### Gate families picked out

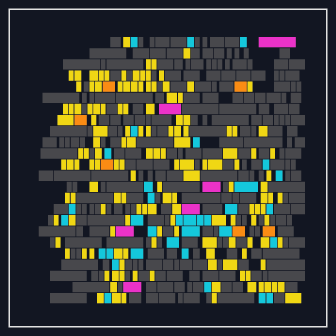
### Clock distribution

Scale bar: 20 um.
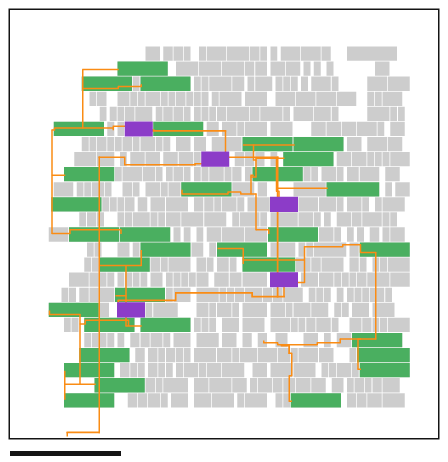
===== config.mk =====
export PLATFORM = sky130hd
export DESIGN_NAME = dm_host_loader
export DESIGN_NICKNAME = d
export VERILOG_FILES = /design/src/rtl/dm_host_loader.sv
export SDC_FILE = /design/constraint.sdc
export NUM_CORES = 1
export LEC_CHECK = 0
export ABC_AREA = 1
export CAP_MARGIN = 20
export CORE_MARGIN = 5
export CORE_UTILIZATION = 51
export DETAILED_ROUTE_END_ITERATION = 10
export PLACE_DENSITY = 0.92
export REMOVE_ABC_BUFFERS = 1
export SLEW_MARGIN = 25
export SYNTH_ARGS = -nofsm -noshare
export SYNTH_HDL_FRONTEND = slang
export SYNTH_SLANG_ARGS = --single-unit

===== constraint.sdc =====
create_clock -name clk -period 1.8 [get_ports clk]
set_input_delay 0.45 -clock clk [delete_from_list [all_inputs] [get_ports clk]]
set_output_delay 0.45 -clock clk [all_outputs]
set_load 0.03 [all_outputs]

===== src/rtl/dm_host_loader.sv =====
// Byte-link host for the processor core. It loads a data-memory image while holding the core in reset,
// runs the core until it reports done or times out, then streams a result window back out.
module dm_host_loader #(
  parameter int unsigned ADDR_W   = 8,
  parameter int unsigned DATA_W   = 8,
  parameter int unsigned LOAD_LEN = 2,
  parameter int unsigned RES_BASE = 2,
  parameter int unsigned RES_LEN  = 1,
  parameter int unsigned TIMEOUT  = 1024
) (
  input  logic              clk,
  input  logic              reset,
  input  logic              in_valid,
  input  logic [DATA_W-1:0] in_data,
  output logic              in_ready,
  output logic              dm_wr_en,
  output logic [ADDR_W-1:0] dm_addr,
  output logic [DATA_W-1:0] dm_wr_data,
  input  logic [DATA_W-1:0] dm_rd_data,
  output logic              core_reset,
  input  logic              core_done,
  output logic              out_valid,
  output logic [DATA_W-1:0] out_data,
  input  logic              out_ready,
  output logic              busy,
  output logic              timeout
);

  localparam int unsigned CNT_W = ADDR_W + 1;
  localparam int unsigned RUN_W = $clog2(TIMEOUT + 1);

  localparam logic [CNT_W-1:0]  LOAD_LAST  = CNT_W'(LOAD_LEN - 1);
  localparam logic [CNT_W-1:0]  RES_LAST   = CNT_W'(RES_LEN - 1);
  localparam logic [RUN_W-1:0]  RUN_LAST   = RUN_W'(TIMEOUT - 1);
  localparam logic [ADDR_W-1:0] RES_BASE_A = ADDR_W'(RES_BASE);

  typedef enum logic [2:0] {
    S_IDLE  = 3'd0,
    S_LOAD  = 3'd1,
    S_START = 3'd2,
    S_RUN   = 3'd3,
    S_READ  = 3'd4
  } state_t;

  state_t            r_state;
  logic [CNT_W-1:0]  r_wr_cnt;
  logic [CNT_W-1:0]  r_rd_cnt;
  logic [RUN_W-1:0]  r_run_cnt;
  logic              r_timeout;

  logic              w_load_phase;
  logic              w_accept;

  // Sequencer: load -> one reset cycle -> run -> read back -> idle
  always_ff @(posedge clk or negedge reset) begin
    if (!reset) begin
      r_state   <= S_IDLE;
      r_wr_cnt  <= '0;
      r_rd_cnt  <= '0;
      r_run_cnt <= '0;
      r_timeout <= 1'b0;
    end else begin
      case (r_state)
        S_IDLE: begin
          if (in_valid) begin
            r_wr_cnt  <= CNT_W'(1);
            r_timeout <= 1'b0;
            r_state   <= (LOAD_LEN == 1) ? S_START : S_LOAD;
          end
        end
        S_LOAD: begin
          if (in_valid) begin
            r_wr_cnt <= r_wr_cnt + CNT_W'(1);
            if (r_wr_cnt == LOAD_LAST) begin
              r_state <= S_START;
            end
          end
        end
        S_START: begin
          r_run_cnt <= '0;
          r_state   <= S_RUN;
        end
        S_RUN: begin
          // done takes priority over a timeout landing in the same cycle
          if (core_done) begin
            r_timeout <= 1'b0;
            r_rd_cnt  <= '0;
            r_state   <= S_READ;
          end else if (r_run_cnt == RUN_LAST) begin
            r_timeout <= 1'b1;
            r_rd_cnt  <= '0;
            r_state   <= S_READ;
          end else begin
            r_run_cnt <= r_run_cnt + RUN_W'(1);
          end
        end
        S_READ: begin
          if (out_ready) begin
            if (r_rd_cnt == RES_LAST) begin
              r_rd_cnt <= '0;
              r_state  <= S_IDLE;
            end else begin
              r_rd_cnt <= r_rd_cnt + CNT_W'(1);
            end
          end
        end
        default: r_state <= S_IDLE;
      endcase
    end
  end

  // Gating with reset keeps the link closed while reset is held
  assign w_load_phase = reset && ((r_state == S_IDLE) || (r_state == S_LOAD));
  assign w_accept     = w_load_phase && in_valid;

  assign in_ready   = w_load_phase;
  assign dm_wr_en   = w_accept;
  assign dm_wr_data = w_accept ? in_data : '0;

  always_comb begin
    dm_addr = '0;
    if (r_state == S_LOAD) begin
      dm_addr = ADDR_W'(r_wr_cnt);
    end else if (r_state == S_READ) begin
      dm_addr = RES_BASE_A + ADDR_W'(r_rd_cnt);
    end
  end

  assign core_reset = (r_state != S_RUN);
  assign out_valid  = (r_state == S_READ);
  assign out_data   = out_valid ? dm_rd_data : '0;
  assign busy       = (r_state != S_IDLE);
  assign timeout    = r_timeout;

endmodule


==> results_slide.txt <==
Run Summary

Setup path
  – Worst EP arrival: 1.65 ns
  – Worst setup path endpoint: dm_addr[3]
  – Crit end category: output port
  – Delay-heaviest family, CP: flip-flops
  – Crit path from: r_state[1]$_DFFE_PN0P_
  – Crit Path Category: flop to output port
  – Levels on crit path: 5
  – Worst r2r src: r_rd_cnt[1]$_DFFE_PN0P_
  – Crit path cell chain: buf_6, nor2_4, nand2_4, o32ai_2, buf_4
  – CP Buf/Inv Count: 2
  – Reg-to-Reg End: r_state[0]$_DFFE_PN0P_
  – R2R Setup Slk: -0.07 ns
  – CP max stage delay: 0.43 ns
  – Critical path required time: 1.35 ns

Drt
  – DRT antenna net count: 0
  – Vias: 3024
  – Routed wl met2: 4.52 mm
  – # DRC: 0
  – Met3 WL: 964 um
  – Total Wirelength: 9.47 mm
  – WL met1: 3.32 mm

Run status
  – Outcome: finished, violations left
  – Failing checks: setup timing

Global route
  – Met2 usage in global routing: 40.2%
  – First-pass GRT wire length: 12.0 mm
  – Met3 Use GR: 4.80%
  – GR Util All Layers: 24.4%
  – Largest net degree at the start of global routing: 34
  – GR Util met1: 29.9%
  – Number of global-route vias before repair: 2606
  – Global route total overflow: 0

Run
  – Max-Cap Viols: 0
  – Number of warnings in the stage logs: 29

Logic synthesis
  – Yosys top cell by instances: nand2_1
  – Fraction of registers with async set/reset: 100%
  – Synthesized area: 2300 um2
  – Seq share, synth: 35.8%
  – Syn Area/Cell: 6.47 um2
  – Synth Register Bits: 33
  – Yosys Instances: 356
  – Top cells by area, synth: dfrtp_1, nand2_1, inv_1, nor2_1, nand3_1
  – Synth cell count leaders: nand2_1, inv_1, nor2_1
  – Commonest flop: dfrtp_1
  – Unique cell types: 27

Layout
  – # clk buffers: 6
  – N_diodes: 0
  – Largest cell class: multi-input combinational cells
  – Non-clk buf share: 25.0%
  – Comb area: 1430 um2
  – Signal inverters: 62
  – Flop count: 33
  – Layout cell share with drive strength beyond 1: 31.8%
  – Plain + repair buffers: 100
  – Logic share of the area: 40.4%
  – Multi-input comb cells: 256
  – Area added between synthesis and finish: 54.0%
  – Sequential share of cell area: 23.4%
  – Most frequent cells in the layout: nand2_1, buf_4, inv_1, nor2_1, dfrtp_1
  – Reg area: 830 um2
  – Final core utilization: 81.0%

Clock network
  – CTS tree: built
  – TritonCTS buffer count: 5
  – Worst-Skew Late Latency: 0.30 ns
  – CTS resizes: 54
  – Buffer levels on the longest clock path: 2
  – CTS H-Tree Depth: 2
  – Clk sinks: 33
  – CTS Root Cell: clkbuf_8
  – Post-CTS Setup Bufs: 11

Die
  – Die height: 77.2 um
  – Die W: 77.2 um
  – Die ar.: 5960 um2
  – Fp util: 52.6%

Final timing
  – Final setup viols: 35
  – Worst hold slack: 0.376 ns
  – Fin worst setup slack: -0.303 ns
  – Fmax: 476 MHz
  – Worst-Margin Slew: 0.436 ns
  – Slew margin rel.: 70.9%
  – Final hold vios: 0
  – Final critical-path required period: 2.10 ns
  – Worst Skew: 0.00992 ns

Placed design
  – DP Worst Slack: -0.421 ns
  – Dpl hpwl: 4.67 mm
  – Placer Congestion: 0.874
  – Placed Cells incl. Taps: 476
  – Post-DP Area: 2950 um2

Pwr
  – P per Cell Area: 1120 nW/um2
  – Max VDD drop: 706 uV
-- 'Gate families picked out' (at the start) --
Key: orange = xor and xnor cells [cells 6]; yellow = nand cells [cells 148]; cyan = aoi and oai cells [cells 34]; magenta = fa/ha/maj cells [cells 6]

-- 'Clock distribution' (at the start) --
Key: green = flip-flops [count 33]; purple = clock-net drivers [count 5]; orange = clock wires [length 493 um]
There are 6 routed clock nets.

## power breakdown
group	internal, mW	switching [mW]	total (mW)	leakage, nW
sequential	0.859	0.159	1.02	0.447
clock	0.268	0.287	0.555	0.0450
combinational	0.925	1.46	2.39	1.36
## cell families (layout without fill, tap and decap cells)
family,after synthesis,after routing,synth area share (%)
AOI/OAI and AO/OA,34,34,7.71
xor gates and xnor gates,6,6,2.28
adders and majority gates,6,6,3.26
buffers and inverters,67,170,11.4
DFF,33,33,35.8
and+or+nand+nor,210,210,39.5
## sequential cells by signal, summed over array words and instances, names as in the netlist
| register | count |
|---|---|
| r_run_cnt | 11 |
| r_wr_cnt | 9 |
| timeout | 1 |
| r_rd_cnt | 9 |
| r_state | 3 |
Power figures rest on the tool's default switching activity, not on a simulated workload.
